**PDN straps and rails**

(6 px per um) Pins as bars on the die edge.
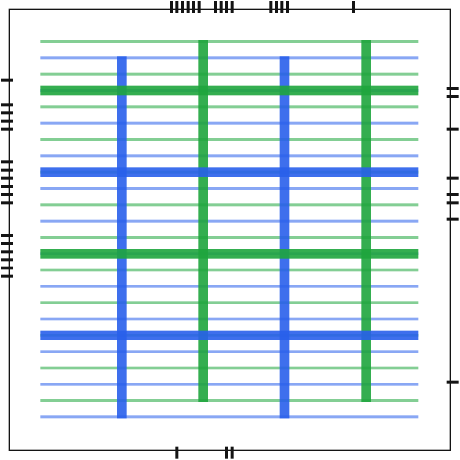
**Wire density map**

(4 px per um) 15 x 15 tiles, from dark purple (low) to yellow (high), scaled to the fullest tile. Values are wire area over tile area, all layers added.
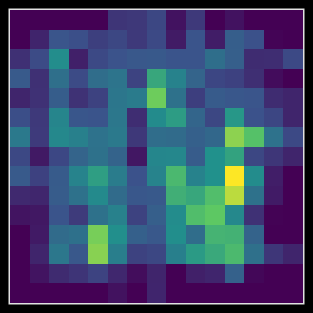
===== config.mk =====
export PLATFORM = sky130hd
export DESIGN_NAME = edib_mode2_tx_ctrl
export DESIGN_NICKNAME = d
export VERILOG_FILES = /design/src/rtl/edib_mode2_tx_ctrl.sv
export SDC_FILE = /design/constraint.sdc
export NUM_CORES = 1
export LEC_CHECK = 0
export CAP_MARGIN = 20
export CORE_MARGIN = 5
export CORE_UTILIZATION = 56
export DETAILED_ROUTE_END_ITERATION = 8
export PLACE_DENSITY_LB_ADDON = 0.05
export SYNTH_ARGS = -nofsm -noshare
export SYNTH_HDL_FRONTEND = slang
export SYNTH_SLANG_ARGS = --single-unit

===== constraint.sdc =====
create_clock -name clk_12m -period 5.9 [get_ports clk_12m]
set_input_delay 1.77 -clock clk_12m [delete_from_list [all_inputs] [get_ports clk_12m]]
set_output_delay 1.77 -clock clk_12m [all_outputs]
set_load 0.01 [all_outputs]

===== src/rtl/edib_mode2_tx_ctrl.sv =====
// edib_mode2_tx_ctrl: EDIB mode-2 serial transmit controller with two-source round-robin arbitration
// Ports:
//   clk_12m          12 MHz system clock
//   reset            asynchronous active-low reset
//   req0/data0/ack0  status requester: word valid, word, one-cycle accept pulse
//   req1/data1/ack1  data requester: word valid, word, one-cycle accept pulse
//   clk_send         generated bit clock (period 2*HALF_DIV cycles)
//   tx_data          serial line data, changes only on the clk_send falling tick
//   tx_en            high while start, data and parity bits are on the line
//   busy             high from grant until the end-of-gap tick
//   grant_id         source of the current/last frame
// Build option: define EDIB_MODE2_PARITY_EN to insert an odd parity bit after the data LSB.
module edib_mode2_tx_ctrl #(
   parameter int HALF_DIV = 72,
   parameter int WORD_W   = 16,
   parameter int GAP_BITS = 2
) (
   input  logic              clk_12m,
   input  logic              reset,
   input  logic              req0,
   input  logic [WORD_W-1:0] data0,
   output logic              ack0,
   input  logic              req1,
   input  logic [WORD_W-1:0] data1,
   output logic              ack1,
   output logic              clk_send,
   output logic              tx_data,
   output logic              tx_en,
   output logic              busy,
   output logic              grant_id
);
   localparam int CW = (HALF_DIV > 1) ? $clog2(HALF_DIV) : 1;
   localparam int BW = $clog2((WORD_W > GAP_BITS) ? WORD_W : GAP_BITS) + 1;
   typedef enum logic [2:0] {S_IDLE, S_START, S_DATA, S_PARITY, S_GAP} state_t;
   state_t            r_state;
   logic [CW-1:0]     r_half;
   logic [BW-1:0]     r_bit;
   logic [WORD_W-1:0] r_shift;
   logic              r_last, r_clk_send, r_tx_data, r_tx_en, r_busy, r_ack0, r_ack1, r_grant_id;
`ifdef EDIB_MODE2_PARITY_EN
   logic              r_par;
`endif
   logic              w_tc, w_tick, w_req, w_gnt;
   logic [WORD_W-1:0] w_word;
   assign w_tc   = r_half == CW'(HALF_DIV - 1);
   // every line change happens on the clk_send falling tick
   assign w_tick = w_tc & r_clk_send;
   assign w_req  = req0 | req1;
   // on a tie the source that did not win last time is served
   assign w_gnt  = (req0 & req1) ? ~r_last : req1;
   assign w_word = w_gnt ? data1 : data0;
   always_ff @(posedge clk_12m or negedge reset) begin
      if (!reset) begin
         r_state    <= S_IDLE;
         r_half     <= '0;
         r_bit      <= '0;
         r_shift    <= '0;
         r_last     <= 1'b1;
         r_clk_send <= 1'b0;
         r_tx_data  <= 1'b0;
         r_tx_en    <= 1'b0;
         r_busy     <= 1'b0;
         r_ack0     <= 1'b0;
         r_ack1     <= 1'b0;
         r_grant_id <= 1'b0;
`ifdef EDIB_MODE2_PARITY_EN
         r_par      <= 1'b0;
`endif
      end else begin
         r_half <= w_tc ? '0 : r_half + CW'(1);
         if (w_tc) r_clk_send <= ~r_clk_send;
         r_ack0 <= 1'b0;
         r_ack1 <= 1'b0;
         if (w_tick) begin
            case (r_state)
               // the end-of-gap tick arbitrates too, so frames can run back to back
               S_IDLE, S_GAP:
                  if (r_state == S_GAP && r_bit != '0) r_bit <= r_bit - BW'(1);
                  else if (w_req) begin
                     r_shift    <= w_word;
`ifdef EDIB_MODE2_PARITY_EN
                     r_par      <= ~^w_word;
`endif
                     r_grant_id <= w_gnt;
                     r_last     <= w_gnt;
                     r_ack0     <= ~w_gnt;
                     r_ack1     <= w_gnt;
                     r_busy     <= 1'b1;
                     r_tx_en    <= 1'b1;
                     r_tx_data  <= 1'b1;
                     r_state    <= S_START;
                  end else begin
                     r_busy  <= 1'b0;
                     r_state <= S_IDLE;
                  end
               S_START: begin
                  r_tx_data <= r_shift[WORD_W-1];
                  r_shift   <= r_shift << 1;
                  r_bit     <= BW'(WORD_W - 1);
                  r_state   <= S_DATA;
               end
               S_DATA:
                  if (r_bit != '0) begin
                     r_tx_data <= r_shift[WORD_W-1];
                     r_shift   <= r_shift << 1;
                     r_bit     <= r_bit - BW'(1);
                  end else begin
`ifdef EDIB_MODE2_PARITY_EN
                     r_tx_data <= r_par;
                     r_state   <= S_PARITY;
                  end
               S_PARITY: begin
`endif
                     r_tx_data <= 1'b0;
                     r_tx_en   <= 1'b0;
                     r_bit     <= BW'(GAP_BITS - 1);
                     r_state   <= S_GAP;
                  end
               default: r_state <= S_IDLE;
            endcase
         end
      end
   end
   assign ack0     = r_ack0;
   assign ack1     = r_ack1;
   assign clk_send = r_clk_send;
   assign tx_data  = r_tx_data;
   assign tx_en    = r_tx_en;
   assign busy     = r_busy;
   assign grant_id = r_grant_id;
endmodule


==> summary.txt <==
run metrics: Clock buf/inv share=4.19%, top cell category=multi-input combinational cells, Pwr Total=541 uW, Comb pwr share=7.9%, Seq. cell area=between 900 and 1000 um2, Power Dens Cells=193 nW/um2, Die Size=between 5000 and 6000 um2, final net count=275, Crit-path slowest cell=a21boi_2, met1 global-route usage=a little under a quarter, clk buf depth=2, Critical Path AT=just over 4 ns, core outline area=3940 um2, Yosys reg bits=39, max frequency=257 MHz, R2R Path Start=r_half[0]$_DFF_PN0_, max layer used=met4, crit path launch type=input port, Setup crit start=req0, status=finished, final reports clean, P_int=434 uW, M2 GR Usage=approximately 30%, crit path kind=in2reg, multi-input combinational area share=a little over two fifths, final worst-path setup slack=between 2 and 2.5 ns, yosys cell count=about 190, design area=around 2800 um2, worst-path cell chain=clkdlybuf4s50_1 > a21boi_2 > mux2_2 > mux2_2 > mux2_2, pre-CTS WS=~1.7 ns, first-pass GRT wire length=around 7600 um, initial antenna violation count=0, final setup TNS=0 ns, dpl cells=between 200 and 300, remaining antenna violation count=0, leading area contributor after synthesis=dfrtp_1, ys async rst share=100%, Synth Instances=193, multi-input gates=137, hold endpoint=r_half[0]$_DFF_PN0_, Syn Std Cell Area=2240 um2, CTS tree=yes, port bufs=42, Post-synth EDFFs=0, Slew headroom=between 30% and 40%, die width=approximately 73 um, final core utilization=71.2%, busiest grt layer=met2, FF-to-FF End=r_shift[2]$_DFFE_PN0P_, aoi share=7.98%, comb area leader=multiplexers, CTS sink cnt=39, cell mode on critical path=mux2_2, MUX area fraction=26.1%, area fraction in xor and xnor cells=1.95%, routed vias/inst=5.65, Commonest Layout Cell=clkdlybuf4s50_1, Clock Pin Slew Worst Setup and Hold Paths=0.07 ns, Most flops, register=r_shift, Inverters=9, Vias=~1600, Max FO, Critical Path=18, R2R cell count=6, Pre-Place Util=a little under three fifths, Global Route Usage Sum=18.2%, final WL=4530 um, final cell count without fillers=~290, initial DRC count=120, maxcap violations=0, DR DRC count=0, simple-gate share of the synthesized area=between 10% and 20%, setup violators final=0, Sequential Power Share=49.6%, Top delay family on crit path=multiplexers, drt wl/cell=15.8 um, number of buffers created by CTS=5, synthesis-to-finish area growth=25.2%, Post-DP Area=2690 um2, worst path bufs/invs=1, met2 wire len=between 2000 and 2500 um, Worst-Skew Late Latency=0.29 ns, die span in y=73.3 um, FFs & Latches=39
-- 'PDN straps and rails' (at the start) --
| net | colour |
|---|---|
| VSS | blue |
| VDD | green |
met1 rails: 24
rows: 23
met5 straps: 4
signal pins: 43
met4 straps: 4

-- 'wire density map' (at the start) --
emptiest ninth of the die: top right
tiles over half the peak: 11%
nearly empty tiles: 17%
fullest tile: 0.53

Power is estimated from default activity; no workload was simulated.
